met1.png
Supply wires on this layer in grey.
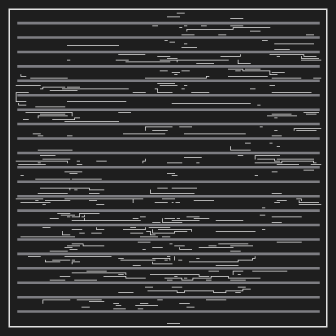
met3.png
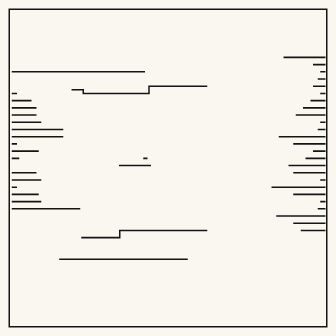
final_clocks.png
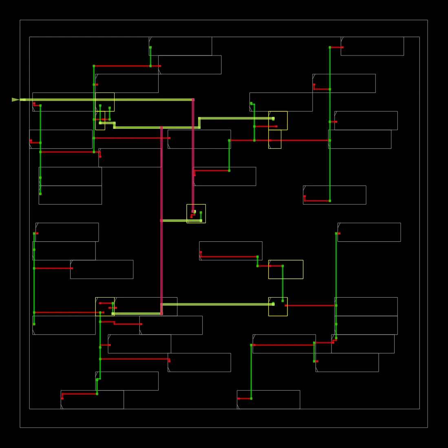
wire_density.png
The bar under the picture is 20 um long. 12 x 12 tiles, from dark purple (low) to yellow (high), scaled to the fullest tile. Values are wire area over tile area, all layers added.
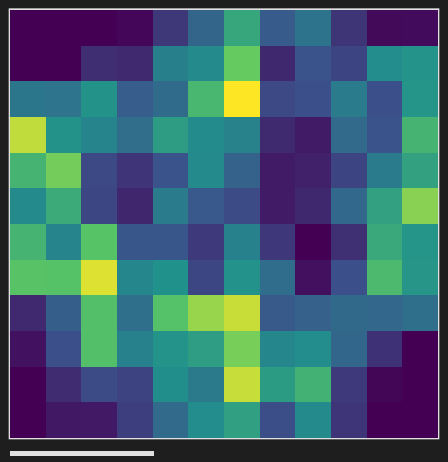
<file path="src/rtl/alu_pkg.sv">
// Shared opcode and FSM encodings for the shared-ALU request arbiter.
// Opcodes pass through to the ALU undecoded; only the encodings live here.
package alu_pkg;

   localparam int OP_W = 3;

   typedef enum logic [OP_W-1:0] {
      OP_AND  = 3'd0,
      OP_OR   = 3'd1,
      OP_NAND = 3'd2,
      OP_EXOR = 3'd3,
      OP_NOT  = 3'd4
   } alu_op_e;

   typedef enum logic [1:0] {
      ST_IDLE = 2'd0,
      ST_EXEC = 2'd1,
      ST_RESP = 2'd2
   } state_e;

endpackage

</file>
<file path="src/rtl/rr_arb2.sv">
// Two-way round-robin arbiter, purely combinational: a lone request always wins,
// a tie goes to ptr. gnt is one-hot and forced to zero when en is low.
module rr_arb2 (
   input  logic [1:0] req,
   input  logic       ptr,
   input  logic       en,
   output logic [1:0] gnt,
   output logic       gnt_id
);

   always_comb begin
      gnt_id = 1'b0;
      if (req == 2'b11) begin
         gnt_id = ptr;
      end else if (req[1]) begin
         gnt_id = 1'b1;
      end

      gnt = 2'b00;
      if (en && (req != 2'b00)) begin
         gnt = gnt_id ? 2'b10 : 2'b01;
      end
   end

endmodule

</file>
<file path="src/rtl/alu_share_arbiter.sv">
// Shares one combinational ALU between two requesters; response appears SETTLE+1
// cycles after the request handshake and is held until rsp_ready, blocking new grants.
module alu_share_arbiter #(
   parameter int WIDTH  = 8,
   parameter int OP_W   = 3,
   parameter int SETTLE = 2
) (
   input  logic             clk,
   input  logic             rst,
   input  logic             req0_valid,
   output logic             req0_ready,
   input  logic [OP_W-1:0]  req0_op,
   input  logic [WIDTH-1:0] req0_a,
   input  logic [WIDTH-1:0] req0_b,
   input  logic             req1_valid,
   output logic             req1_ready,
   input  logic [OP_W-1:0]  req1_op,
   input  logic [WIDTH-1:0] req1_a,
   input  logic [WIDTH-1:0] req1_b,
   output logic [OP_W-1:0]  alu_op,
   output logic [WIDTH-1:0] alu_a,
   output logic [WIDTH-1:0] alu_b,
   input  logic [WIDTH-1:0] alu_y,
   output logic             rsp_valid,
   output logic             rsp_id,
   output logic [WIDTH-1:0] rsp_data,
   input  logic             rsp_ready,
   output logic             busy
);
   import alu_pkg::*;

   localparam int CNT_W = (SETTLE > 1) ? $clog2(SETTLE) : 1;

   if (SETTLE < 1) begin : g_bad_settle
      $error("alu_share_arbiter: SETTLE must be at least 1");
   end

   state_e           state;
   logic             rr_ptr;
   logic [CNT_W-1:0] cnt;
   logic [1:0]       gnt;
   logic             gnt_id;
   logic             arb_en;

   // Gating with rst keeps the combinational readies low while reset is held.
   assign arb_en = (state == ST_IDLE) && !rst;

   rr_arb2 u_arb (
      .req    ({req1_valid, req0_valid}),
      .ptr    (rr_ptr),
      .en     (arb_en),
      .gnt    (gnt),
      .gnt_id (gnt_id)
   );

   assign req0_ready = gnt[0];
   assign req1_ready = gnt[1];

   always_ff @(posedge clk or posedge rst) begin
      if (rst) begin
         state     <= ST_IDLE;
         rr_ptr    <= 1'b0;
         cnt       <= '0;
         alu_op    <= '0;
         alu_a     <= '0;
         alu_b     <= '0;
         rsp_valid <= 1'b0;
         rsp_id    <= 1'b0;
         rsp_data  <= '0;
         busy      <= 1'b0;
      end else begin
         case (state)
            ST_IDLE: begin
               if (gnt != 2'b00) begin
                  alu_op <= gnt_id ? req1_op : req0_op;
                  alu_a  <= gnt_id ? req1_a  : req0_a;
                  alu_b  <= gnt_id ? req1_b  : req0_b;
                  rsp_id <= gnt_id;
                  rr_ptr <= ~gnt_id;
                  cnt    <= CNT_W'(SETTLE - 1);
                  busy   <= 1'b1;
                  state  <= ST_EXEC;
               end
            end
            ST_EXEC: begin
               // Operands have been stable on the ALU for SETTLE cycles when cnt hits 0.
               if (cnt == '0) begin
                  rsp_data  <= alu_y;
                  rsp_valid <= 1'b1;
                  state     <= ST_RESP;
               end else begin
                  cnt <= cnt - 1'b1;
               end
            end
            ST_RESP: begin
               if (rsp_ready) begin
                  rsp_valid <= 1'b0;
                  busy      <= 1'b0;
                  state     <= ST_IDLE;
               end
            end
            default: begin
               rsp_valid <= 1'b0;
               busy      <= 1'b0;
               state     <= ST_IDLE;
            end
         endcase
      end
   end

endmodule
</file>
<file path="config.mk">
export PLATFORM = sky130hd
export DESIGN_NAME = alu_share_arbiter
export DESIGN_NICKNAME = d
export VERILOG_FILES = /design/src/rtl/alu_pkg.sv /design/src/rtl/rr_arb2.sv /design/src/rtl/alu_share_arbiter.sv
export SDC_FILE = /design/constraint.sdc
export NUM_CORES = 1
export LEC_CHECK = 0
export CELL_PAD_IN_SITES_DETAIL_PLACEMENT = 0
export CELL_PAD_IN_SITES_GLOBAL_PLACEMENT = 1
export CORE_MARGIN = 1
export CORE_UTILIZATION = 47
export DETAILED_ROUTE_END_ITERATION = 8
export DONT_BUFFER_PORTS = 1
export PLACE_DENSITY = 0.88
export SKIP_LAST_GASP = 1
export SLEW_MARGIN = 20
export SYNTH_ARGS = -nofsm -noshare
export SYNTH_HDL_FRONTEND = slang
export SYNTH_HIERARCHICAL = 1
export SYNTH_SLANG_ARGS = --single-unit
</file>
<file path="constraint.sdc">
create_clock -name clk -period 2 [get_ports clk]
set_clock_uncertainty 0.05 [all_clocks]
set_input_delay 0.4 -clock clk [delete_from_list [all_inputs] [get_ports clk]]
set_output_delay 0.4 -clock clk [all_outputs]
set_load 0.02 [all_outputs]
</file>
==> flow_metrics.tcl <==
# flow metrics
set metrics [dict create \
    outcome "finished clean" \
    clkLatencyLatePin_ns 0.33 \
    crit_type "register to register" \
    drt_first_iter_violations 18 \
    critical_path.max_stage_delay_ns 0.39 \
    dpl_worst_slack_ns 0.169 \
    cellLeakagePower_uw 0.000753 \
    hold_viol_final 0 \
    clock.fmax_mhz 544 \
    grt_pass1_wl_mm 4.17 \
    groute.usage.overall 0.167 \
    grt_pass1_vias 970 \
    cts_num_sinks 34 \
    ctsHtreeMaxLevel 2 \
    cap_viol_max_count 0 \
    mappedNetlistArea_um2 1560 \
    warning_count 26 \
    critical_path.max_fanout 15 \
    synth-seq-cells 34 \
    min_period_over_period 0.919 \
    ys.warnings.count 6 \
    drv_slew 0 \
    io-pin-count 83 \
    top_area_cell "dfrtp_1" \
    detail-route-antenna-nets 0 \
    ys_top_cells_by_area "dfrtp_1, mux2_2, a21o_1" \
    register_area_um2 851 \
    post_layout_nonfiller_instances 167 \
    areaGrowthSynthToFinish_pct 12.3 \
    chip_area_um2 3550 \
    cts_root_buf "clkbuf_4" \
    synth_nets 159 \
    gate_count_of_the_mapped_netlist 108 \
    number_of_cells_in_yosys_stat 108 \
    worst_hold_path_type "input pin to register" \
    postLayoutSetupSlackWorst_ns 0.162 \
    cts-resized-gates 0 \
    fin_total_pwr_uw 2910 \
    placed_cells 158 \
    layout-drive-gt1-share 0.553 \
    die.size.x_um 59.6 \
    gr-total-overflow 0 \
    dp_hpwl_mm 2.07 \
    routed-via-count 919 \
    core_um2 3100 \
    drt-pass1-iter-count 4 \
    post-route-drc-count 0 \
    crit_path_cell_trace "nor3_1 -> nand2_1 -> a21oi_4 -> nor2_1 -> nor3_4 -> buf_4 -> mux2_2" \
    arrival_ns 2.01 \
    grt_antenna_before_repair 0 \
    setup-violations-final 0 \
    worst_path_max_delay_cell "dfrtp_1" \
    grt_max_degree 22 \
    yosys.stat.seqShare 0.546 \
    port_buffers 0 \
    fin_crit_ns 1.84 \
    synth.top_cell.area_share 0.546 \
    tritoncts "yes" \
    combGateArea_um2 676 \
    cts_max_path_buffers 2 \
    synth.avg_cell_area_um2 14.4 \
    start_kind "register" \
    row_count 20 \
    fillers 271 \
    gp_congestion 0.713 \
    worst_pin_slew_ns 0.570 \
    detail_route.vias_per_cell 5.50 \
    ys_types 19 \
    end_kind "register" \
    worst_ir_drop_vdd_mv 0.904 \
    worst-endpoint-required_ns 2.17 \
    max-slew-margin-rel 0.619 \
    unrepaired_setup_endpoints_after_global_routing "false" \
    areal_power_density_over_the_cells_nw_per_um2 1660 \
    die.size.y_um 59.6 \
    fp_util 0.502 \
    finalNetCount 173 \
    antenna-diode-count 0 \
    clk_pin_slew_worst_paths_ns 0.10 \
    synth-area-yosys_um2 1560 \
    finalSetupTns_ns 0 \
]
About met1.png:
main direction = horizontal
longest straight run = 14.7 um
wire length on this layer = 935 um

About met3.png:
longest straight run = 24.8 um
main direction = horizontal
wire length on this layer = 281 um
nets with wire on the layer = 44

About final_clocks.png:
CTS Buf Count: 5
total clock network power: 389 uW

About wire_density.png:
tiles over half the peak = 28%
fullest tile = 0.36
densest ninth of the die = bottom centre
nearly empty tiles = 9.7%
mean over tiles = 0.13
final routed wire length divided by cell count: 16.3 um
total wire length after detailed routing: 2.72 mm

final timing paths:
kind | from | end | slack [ns] | depth (start not counted)
max | state[1]$_DFFE_PP0P_ | alu_b[7]$_DFFE_PP0P_ | 0.16 | 7
min | alu_y[6] | rsp_data[6]$_DFFE_PP0P_ | 0.16 | 1
max reg2reg | state[1]$_DFFE_PP0P_ | alu_b[7]$_DFFE_PP0P_ | 0.16 | 7
min reg2reg | cnt$_DFFE_PP0P_ | cnt$_DFFE_PP0P_ | 0.52 | 1
max in group asynchronous | rst | alu_op[2]$_DFFE_PP0P_ | 0.88 | 3
min in group asynchronous | rst | state[0]$_DFFE_PP0P_ | 0.52 | 2
per-layer routing:
layer	vias up	track usage	wire length, um
met2	50	0.292	1460
met5	-	0	0
met4	0	0.0731	43
met1	453	0.164	934
met3	5	0.0873	281
li1	411	-	-
repair_timing:
action,in CTS,in global routing
hold buffers,1,0
hold endpoints to repair,13,0
buffers inserted,0,0
power by group:
part | total (uW) | internal (uW) | switching, uW
clock network | 389 | 170 | 219
logic | 864 | 526 | 338
registers | 1660 | 1040 | 622
cell usage in the layout, fill, tap and decap left out, types with 2 or more instances in the layout:
cell type / count
nor2_1: 2
mux2_2: 47
inv_1: 3
nand2_1: 2
a21o_1: 3
o21ai_0: 2
dfrtp_1: 34
buf_4: 9
clkbuf_4: 5
Yosys cell counts:
cell / number
mux2_2: 47
dfrtp_1: 34
a21o_1: 3
inv_1: 3
a21oi_1: 2
buf_2: 2
buf_6: 2
nand2_1: 2
nor2_1: 2
o21ai_0: 2
and2_1: 1
and3_1: 1
mux2i_1: 1
nand2b_1: 1
nand2b_2: 1
nor2_4: 1
nor3_1: 1
nor3_4: 1
o21bai_1: 1
final cells by class:
class,count,area share
Timing Repair Buffer,11,0.0558
Inverter,3,0.00643
Clock inverter,1,0.00286
Tap cell,44,0.0315
Clock buffer,7,0.0315
Multi-Input combinational cell,67,0.386
Sequential cell,34,0.486
sequential cells by signal, summed over array words and instances (netlist names):
name       flops
rsp_id         1
state          2
busy           1
alu_b          8
rsp_data       8
alu_a          8
rsp_valid      1
rr_ptr         1
alu_op         3
cnt            1
logic make-up (layout without fill, tap and decap cells):
kind of cell           Yosys count  after routing  synth area share
DFF                             34             34             0.546
AOI/OAI and AO/OA                8              8            0.0321
and+or+nand+nor                 11             11            0.0482
buffers and inverters            7             22            0.0281
muxes                           48             48             0.346
per-stage QoR:
stage	hold WS, ns	cell area [um^2]	utilization
floorplan	0.480	1570	-
global placement	0.312	1680	0.542
detailed placement	0.318	1680	0.542
CTS	0.146	1750	0.564
global route	0.131	1750	0.564
finish	0.158	1750	0.564
worst max-delay path, delay by kind of cell (launching register included):
| family | cells | cell delay, ns |
|---|---|---|
| and+or+nand+nor | 4 | 0.57 |
| DFF | 1 | 0.39 |
| muxes | 1 | 0.36 |
| buffers and inverters | 1 | 0.25 |
| AOI/OAI and AO/OA | 1 | 0.12 |
Power figures rest on the tool's default switching activity, not on a simulated workload.
